File: config.mk
export PLATFORM = sky130hd
export DESIGN_NAME = reg_seq_flat
export DESIGN_NICKNAME = d
export VERILOG_FILES = /design/src/rtl/reg_seq_if.sv /design/src/rtl/reg_seq.sv /design/src/flat_wrapper.sv
export SDC_FILE = /design/constraint.sdc
export NUM_CORES = 1
export LEC_CHECK = 0
export CAP_MARGIN = 20
export CORE_MARGIN = 2
export CORE_UTILIZATION = 30
export CTS_CLUSTER_DIAMETER = 60
export DETAILED_ROUTE_END_ITERATION = 6
export HOLD_SLACK_MARGIN = 0.08
export PLACE_DENSITY_LB_ADDON = 0.12
export SKIP_LAST_GASP = 1
export SLEW_MARGIN = 20
export SYNTH_ARGS = -nofsm -noshare
export SYNTH_HDL_FRONTEND = slang
export SYNTH_SLANG_ARGS = --single-unit
File: constraint.sdc
create_clock -name CLK -period 1.7 [get_ports CLK]
set_input_delay 0.34 -clock CLK [delete_from_list [all_inputs] [get_ports CLK]]
set_output_delay 0.34 -clock CLK [all_outputs]
set_load 0.05 [all_outputs]
File: src/rtl/reg_seq_if.sv
// Command handshake and register-file control bundle for reg_seq.
// The master side issues commands and consumes the register-file controls;
// the slave side (reg_seq) accepts commands and drives the controls.
interface reg_seq_if;
   logic       CMD_VALID;
   logic       CMD_READY;
   logic [2:0] CMD_OP;
   logic [1:0] CMD_DST;
   logic [1:0] CMD_SRC;
   logic [7:0] CMD_DATA;
   logic       MRWE;
   logic       WA1;
   logic       WA0;
   logic       RA3;
   logic       RA2;
   logic       RA1;
   logic       RA0;
   logic       SWAPR;
   logic [7:0] WDATA;
   logic       WSEL;
   logic       DONE;
   logic       ERR;

   modport master (
      output CMD_VALID, CMD_OP, CMD_DST, CMD_SRC, CMD_DATA,
      input  CMD_READY, MRWE, WA1, WA0, RA3, RA2, RA1, RA0,
             SWAPR, WDATA, WSEL, DONE, ERR
   );

   modport slave (
      input  CMD_VALID, CMD_OP, CMD_DST, CMD_SRC, CMD_DATA,
      output CMD_READY, MRWE, WA1, WA0, RA3, RA2, RA1, RA0,
             SWAPR, WDATA, WSEL, DONE, ERR
   );
endinterface

File: src/rtl/reg_seq.sv
// reg_seq: command sequencer for a 4-entry register file (A, B, C, IX).
// Accepts one command in IDLE and emits registered register-file control
// lines starting the cycle after acceptance. CLRALL (and ROTATE) run as
// multi-cycle sequences in MULTI.
// Optional feature: define REG_SEQ_ROTATE_EN to enable opcode 110 (ROTATE);
// without it opcode 110 is rejected like 111 and no rotate logic exists.
module reg_seq #(
   parameter logic [7:0] CLR_VALUE = 8'h00
) (
   input logic     CLK,
   input logic     RESET,
   reg_seq_if.slave bus
);

   typedef enum logic [1:0] {IDLE, EXEC, MULTI} state_t;

   // One control cycle worth of register-file drive.
   typedef struct packed {
      logic       mrwe;
      logic [1:0] wa;
      logic [1:0] ra_lo;   // RA1:RA0
      logic [1:0] ra_hi;   // RA3:RA2
      logic       swapr;
      logic       wsel;
      logic [7:0] wdata;
      logic       done;
      logic       err;
   } ctl_t;

   state_t     state;
   logic [1:0] step;
   logic       ready;
   logic [2:0] op_q;
   ctl_t       ctl;

   // Step s of CLRALL: write CLR_VALUE to register s, last step is IX.
   function automatic ctl_t clrall_step(input logic [1:0] s);
      ctl_t c;
      c       = '0;
      c.mrwe  = 1'b1;
      c.wa    = s;
      c.wdata = CLR_VALUE;
      c.done  = (s == 2'd3);
      return c;
   endfunction

`ifdef REG_SEQ_ROTATE_EN
   // Step s of ROTATE: swap neighbours s and s+1; three swaps rotate left.
   function automatic ctl_t rotate_step(input logic [1:0] s);
      ctl_t c;
      c       = '0;
      c.swapr = 1'b1;
      c.ra_lo = s;
      c.ra_hi = s + 2'd1;
      c.done  = (s == 2'd2);
      return c;
   endfunction
`endif

   // Control for the first (or only) cycle of a freshly accepted command.
   function automatic ctl_t decode_cmd(input logic [2:0] op, input logic [1:0] dst,
                                       input logic [1:0] src, input logic [7:0] data);
      ctl_t c;
      c = '0;
      case (op)
         3'b000: c.done = 1'b1;
         3'b001: begin
            c.mrwe = 1'b1; c.wa = dst; c.wdata = data; c.done = 1'b1;
         end
         3'b010: begin
            c.mrwe = 1'b1; c.wa = dst; c.ra_lo = src; c.wsel = 1'b1; c.done = 1'b1;
         end
         3'b011: begin
            c.swapr = 1'b1; c.ra_lo = dst; c.ra_hi = src; c.done = 1'b1;
         end
         3'b100: begin
            c.mrwe = 1'b1; c.wa = dst; c.wdata = CLR_VALUE; c.done = 1'b1;
         end
         3'b101: c = clrall_step(2'd0);
`ifdef REG_SEQ_ROTATE_EN
         3'b110: c = rotate_step(2'd0);
`endif
         default: c.err = 1'b1;
      endcase
      return c;
   endfunction

   function automatic logic is_multi(input logic [2:0] op);
`ifdef REG_SEQ_ROTATE_EN
      return (op == 3'b101) || (op == 3'b110);
`else
      return (op == 3'b101);
`endif
   endfunction

   // Control for a later step of the multi-cycle command held in op_q.
   function automatic ctl_t next_step(input logic [2:0] op, input logic [1:0] s);
`ifdef REG_SEQ_ROTATE_EN
      if (op == 3'b110) return rotate_step(s);
`endif
      if (op == 3'b101) return clrall_step(s);
      return '0;
   endfunction

   // Sequencer FSM; every output comes straight from a register.
   always_ff @(posedge CLK) begin
      if (RESET) begin
         state <= IDLE;
         step  <= 2'd0;
         ready <= 1'b1;
         op_q  <= 3'b000;
         ctl   <= '0;
      end else begin
         case (state)
            IDLE: begin
               if (bus.CMD_VALID) begin
                  op_q  <= bus.CMD_OP;
                  ctl   <= decode_cmd(bus.CMD_OP, bus.CMD_DST, bus.CMD_SRC, bus.CMD_DATA);
                  ready <= 1'b0;
                  step  <= 2'd0;
                  state <= is_multi(bus.CMD_OP) ? MULTI : EXEC;
               end
            end
            EXEC: begin
               ctl   <= '0;
               ready <= 1'b1;
               step  <= 2'd0;
               state <= IDLE;
            end
            MULTI: begin
               if (ctl.done) begin
                  ctl   <= '0;
                  ready <= 1'b1;
                  step  <= 2'd0;
                  state <= IDLE;
               end else begin
                  step <= step + 2'd1;
                  ctl  <= next_step(op_q, step + 2'd1);
               end
            end
            default: begin
               ctl   <= '0;
               ready <= 1'b1;
               step  <= 2'd0;
               state <= IDLE;
            end
         endcase
      end
   end

   assign bus.CMD_READY = ready;
   assign bus.MRWE      = ctl.mrwe;
   assign bus.WA1       = ctl.wa[1];
   assign bus.WA0       = ctl.wa[0];
   assign bus.RA3       = ctl.ra_hi[1];
   assign bus.RA2       = ctl.ra_hi[0];
   assign bus.RA1       = ctl.ra_lo[1];
   assign bus.RA0       = ctl.ra_lo[0];
   assign bus.SWAPR     = ctl.swapr;
   assign bus.WSEL      = ctl.wsel;
   assign bus.WDATA     = ctl.wdata;
   assign bus.DONE      = ctl.done;
   assign bus.ERR       = ctl.err;

endmodule
File: src/flat_wrapper.sv
// flat-port wrapper written by rule: the top's interface ports become plain ports
module reg_seq_flat 
#(
   parameter logic [7:0] CLR_VALUE = 8'h00
)
  (CLK, RESET, bus_CMD_VALID, bus_CMD_OP, bus_CMD_DST, bus_CMD_SRC, bus_CMD_DATA, bus_CMD_READY, bus_MRWE, bus_WA1, bus_WA0, bus_RA3, bus_RA2, bus_RA1, bus_RA0, bus_SWAPR, bus_WDATA, bus_WSEL, bus_DONE, bus_ERR);
  reg_seq_if bus_i ();
  input logic CLK;
  input logic RESET;
  input wire logic [$bits(bus_i.CMD_VALID)-1:0] bus_CMD_VALID;
  input wire logic [$bits(bus_i.CMD_OP)-1:0] bus_CMD_OP;
  input wire logic [$bits(bus_i.CMD_DST)-1:0] bus_CMD_DST;
  input wire logic [$bits(bus_i.CMD_SRC)-1:0] bus_CMD_SRC;
  input wire logic [$bits(bus_i.CMD_DATA)-1:0] bus_CMD_DATA;
  output wire logic [$bits(bus_i.CMD_READY)-1:0] bus_CMD_READY;
  output wire logic [$bits(bus_i.MRWE)-1:0] bus_MRWE;
  output wire logic [$bits(bus_i.WA1)-1:0] bus_WA1;
  output wire logic [$bits(bus_i.WA0)-1:0] bus_WA0;
  output wire logic [$bits(bus_i.RA3)-1:0] bus_RA3;
  output wire logic [$bits(bus_i.RA2)-1:0] bus_RA2;
  output wire logic [$bits(bus_i.RA1)-1:0] bus_RA1;
  output wire logic [$bits(bus_i.RA0)-1:0] bus_RA0;
  output wire logic [$bits(bus_i.SWAPR)-1:0] bus_SWAPR;
  output wire logic [$bits(bus_i.WDATA)-1:0] bus_WDATA;
  output wire logic [$bits(bus_i.WSEL)-1:0] bus_WSEL;
  output wire logic [$bits(bus_i.DONE)-1:0] bus_DONE;
  output wire logic [$bits(bus_i.ERR)-1:0] bus_ERR;
  assign bus_i.CMD_VALID = bus_CMD_VALID;
  assign bus_i.CMD_OP = bus_CMD_OP;
  assign bus_i.CMD_DST = bus_CMD_DST;
  assign bus_i.CMD_SRC = bus_CMD_SRC;
  assign bus_i.CMD_DATA = bus_CMD_DATA;
  assign bus_CMD_READY = bus_i.CMD_READY;
  assign bus_MRWE = bus_i.MRWE;
  assign bus_WA1 = bus_i.WA1;
  assign bus_WA0 = bus_i.WA0;
  assign bus_RA3 = bus_i.RA3;
  assign bus_RA2 = bus_i.RA2;
  assign bus_RA1 = bus_i.RA1;
  assign bus_RA0 = bus_i.RA0;
  assign bus_SWAPR = bus_i.SWAPR;
  assign bus_WDATA = bus_i.WDATA;
  assign bus_WSEL = bus_i.WSEL;
  assign bus_DONE = bus_i.DONE;
  assign bus_ERR = bus_i.ERR;
  reg_seq #(.CLR_VALUE(CLR_VALUE)) u_core (.CLK(CLK), .RESET(RESET), .bus(bus_i));
endmodule
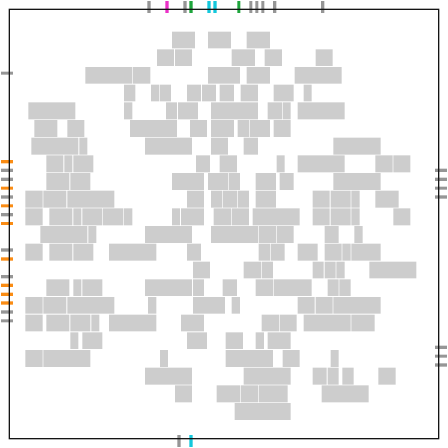
Fig. 1. I/O pins on the die edge.
Pins as bars across the die edge, other pins in grey.
| port | colour | pins | direction | edge |
|---|---|---|---|---|
| bus_CMD_SRC | green | 2 | input | top |
| bus_CMD_OP | cyan | 3 | input | 2 top, 1 bottom |
| bus_CMD_DATA | orange | 8 | input | left |
| bus_RA2 | magenta | 1 | output | top |
all pins by edge: 17 left, 12 top, 7 right, 2 bottom

==> notes.md <==
Latest figures from synthesis and place and route.

The sequential portion of the cell area is 0.329. The dominant kind of cell is registers. The instance count on the critical path is 4. The source-to-sink clock delay at the later pin of the worst-skew pair is about 0.28 ns. The script reports the combined buffer and inverter count of the critical path as 1.

Summed over all failing endpoints, the final setup total negative slack is 0 ns. Per the post-synthesis report, the nets total 140. STA classifies the critical path endpoint as a flip-flop.

The data required time reported for the critical path is 1.92 ns. Total power for the finished layout comes to 1.29 mW. Per the placement report, the placed cell count is approximately 210.

Setup repair after global routing left no endpoint under its margin. The cell area that synthesis handed to floorplanning was 1150 sq um. After routing the design area is 1640 sq um. Counting distinct cell types in the post-synthesis netlist gives 30. The count of final setup violators is 0. Tracing the worst setup path back leads to its startpoint at bus_CMD_OP[0]. The layout has around 53 buffers outside the clock class. The total setup buffers inserted after CTS is 0. The sequential power reported by the tool is 671 uW. Yosys shows that the main logic family after synthesis is simple AND/OR/NAND/NOR gates. The routed layout has 1,105 vias. The analysis reports a worst IR drop on VDD of slightly above 0.3 mV. For this design, Yosys synthesis ends with a cell count of 121.

STA lists the startpoint of the worst register-to-register path as u_core.state[0]. For this design the top-level I/O count stands at 38. After clock tree synthesis, the flow added hold-fix buffers numbering 0. The layout report lists the multi-input gate area as 541 sq um.

The post-layout utilization of the core is 0.449. Entering global routing, the biggest net connects 16 pins. The slowest library cell on the worst path is sky130_fd_sc_hd__nor2b_1. The switching part of the total is 0.280. Among all cell types in the netlist, the one instantiated most often is sky130_fd_sc_hd__dfxtp_1. In the hold report, the worst path ends at u_core.bus.RA3. Registers take 541 sq um. After floorplanning, the core was sized to cover around 3700 sq um.

STA lists the startpoint of the worst hold path as u_core.bus.RA3. Of the total synthesized cell area, the portion taken by XOR and XNOR cells is 0.00764. The number of buffers between clock root and the deepest sink is 2. The worst-case reg-to-reg setup slack stands at ~0.34 ns.

The clock skew is around 0.0022 ns. The routed length per placed instance is 13.6 um. The total half-perimeter wirelength after legalization and detailed placement is 2160 um. The count of nets left with antenna violations once routing finished came out at 0.

According to the timing report, the arrival time at the worst endpoint equals 1.74 ns. Yosys reported that registers with async set or reset make up 0. The smallest clock period supported by the final layout is computed as 1.52 ns. The flow inserted between 40 and 50 tap cells. For reference, the final report shows the hold violation count at 0. The combinational share of power is 0.190. The floorplan die area is 4330 sq um.

The worst hold path depth is 2. The timing report gives the biggest stage delay along the critical path as between 0.5 and 0.6 ns. Of the total synthesized cell area, the portion taken by full adders, half adders and majority gates is 0.0109. The worst reg-to-reg path cell count is 3. The static leakage is 0.641 nW. 0 antenna diodes ended up in the layout.

In this run the power density over the cells is roughly 790 nW/um^2. The internal portion of the total power is 930 uW. The synthesis log from Yosys contains 0 warnings. Per the run report, area growth between synthesis and finish was 43.5%. The compound-gate portion of the synthesized area is 0.201.

The area of placed instances is 1600 sq um. For this run, the detailed router reports a per-instance via density of approximately 5.1. The first-iteration detailed-routing DRC count is ~60.

The die width is 65.8 um. The clock sink count is 27. The sequential fraction of the synthesis area is 0.472. The largest fanout on the critical path is 10.

OpenSTA lists the critical path endpoint as u_core.bus.WDATA[4]. The worst relative slew slack is 0.544. The top flip-flop cell by instance count after synthesis is sky130_fd_sc_hd__dfxtp_1.

The number of max-cap violations is 0. The count of flip-flops with a built-in enable after synthesis is 0. The number of standard cells after synthesis is 121.

The root cell of the clock tree is sky130_fd_sc_hd__clkbuf_8. The share of power burned in registers is 0.520. The maximum achievable frequency is 657 MHz. The layout report gives the multi-input gate share of total cell area as 0.329. The critical path is of the in2reg type. The power group with the largest share is sequential cells. The layout clock buffer count is 3. STA classifies the critical path startpoint as a primary input. Of all the cell area in the finished design, non-clock buffers hold 0.275. In the routed design, unresolved DRC markers number 0.

The part of the cycle the worst path needs is 0.895. The final design was reported to hold multi-input combinational gates totalling 82. The total wirelength of the detailed-routed design is 2920 um.

The post-layout worst setup margin is 0.178 ns. The final number of max-transition violations is 0. Before CTS, the worst setup slack after placement is -0.112 ns. Checking hold timing, the worst path is listed with class reg2reg. After synthesis, the cell types taking the most area are sky130_fd_sc_hd__dfxtp_1 47%, sky130_fd_sc_hd__a32oi_1 9.2%, sky130_fd_sc_hd__nor2_1 5.9%. Across all hold checks on the routed design, the worst slack comes to 0.460 ns. The library cell with the largest summed area after synthesis is sky130_fd_sc_hd__dfxtp_1. The pre-antenna-repair detailed-routing pass consisted of 4 iterations. The number of inserted filler cells in the final layout is 370.

The total number of sequential cells is 27. The kind of cell with the highest combined delay along the critical path is simple AND/OR/NAND/NOR gates. A synthesized cell averages 9.47 sq um. The number of global-route vias before repair came to 1,052. The proportion of power drawn by the clock network is 0.290.

According to the finish report, the design has a final net count of ~190. The global placement routability congestion is ~0.76. The number of signal-net inverters in the final layout is 1. The count of state elements after synthesis is 27. The area fraction of the largest cell type after synthesis is 0.472.

The transition time at the pin with the least slew margin is 0.682 ns. The number of gates resized after cts is 0. For this run, the number of standard cells in the final layout without fillers is 215. The number of CTS-inserted buffers is 3.

The die is 65.8 um tall. For reference, the critical path cell chain is clkdlybuf4s50_1 -> nor2b_1 -> a32oi_1 -> nor2_1. The flip-flop count of the largest register, all copies and words added is 8. The end of the worst register-to-register path is u_core.bus.WA1. The layout summary lists the proportion of cells stronger than drive strength 1 as 0.257. The area recorded from the Yosys report for this design is 1150 sq um. The flow ran to the end, and the final reports show no timing, DRC or antenna violations.

The first global-routing pass estimated 4880 um of wire. The initial antenna violation count is 0. Port buffering added 37 buffers. The clock-pin slew reported for the worst setup and hold paths after clock tree synthesis is 0.09 ns.

The final global-route overflow total is 0.
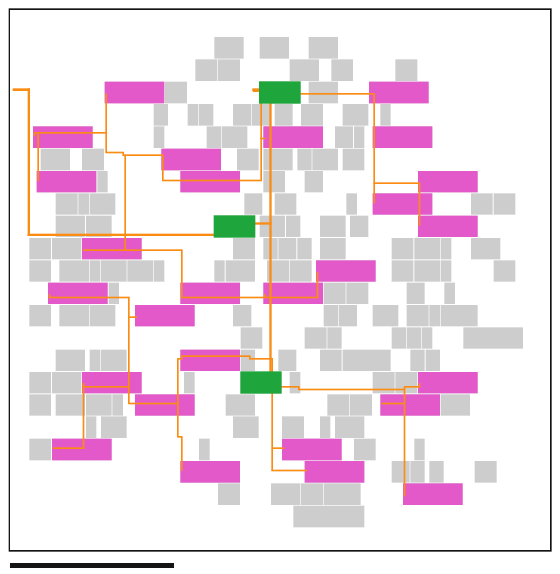
Fig. 2. Clock wires, drivers and flops.
Bar = 20 um.
[cells driving clock nets] green | count: 3
[clock wires] orange | length: 358 um
[flip-flops] magenta | count: 27
routed clock nets: 4

==> cells in the final DEF, fill, tap and decap left out <==
cell / n
sky130_fd_sc_hd__a21boi_0: 1
sky130_fd_sc_hd__dfxtp_1: 27
sky130_fd_sc_hd__nor2_1: 18
sky130_fd_sc_hd__clkdlybuf4s50_1: 17
sky130_fd_sc_hd__a22oi_1: 2
sky130_fd_sc_hd__clkinv_2: 1
sky130_fd_sc_hd__o21ai_0: 3
sky130_fd_sc_hd__nor4b_4: 1
sky130_fd_sc_hd__nor3b_1: 3
sky130_fd_sc_hd__xor2_1: 1
sky130_fd_sc_hd__a21oi_1: 8
sky130_fd_sc_hd__a32oi_1: 12
sky130_fd_sc_hd__nor2b_1: 4
sky130_fd_sc_hd__nor3b_2: 1
sky130_fd_sc_hd__o311ai_0: 2
sky130_fd_sc_hd__a31oi_1: 2
sky130_fd_sc_hd__ha_1: 1
sky130_fd_sc_hd__nor3_4: 1
sky130_fd_sc_hd__mux2i_1: 3
sky130_fd_sc_hd__nor4_1: 1
sky130_fd_sc_hd__clkbuf_8: 3
sky130_fd_sc_hd__nand3_1: 2
sky130_fd_sc_hd__nor3_1: 2
sky130_fd_sc_hd__or3_1: 1
sky130_fd_sc_hd__nand4_1: 5
sky130_fd_sc_hd__o2111ai_1: 2
sky130_fd_sc_hd__nor4b_1: 1
sky130_fd_sc_hd__buf_12: 1
sky130_fd_sc_hd__inv_1: 1
sky130_fd_sc_hd__nand2_1: 5
sky130_fd_sc_hd__buf_4: 35
==> per-layer routing <==
layer | share of wire | global-route usage | vias up
li1 | - | - | 543
met1 | 0.46 | 0.184 | 526
met2 | 0.47 | 0.247 | 31
met3 | 0.049 | 0.0187 | 5
met4 | 0.018 | 0.0703 | 0
met5 | 0 | 0 | -
Power and IR drop assume default switching activity.
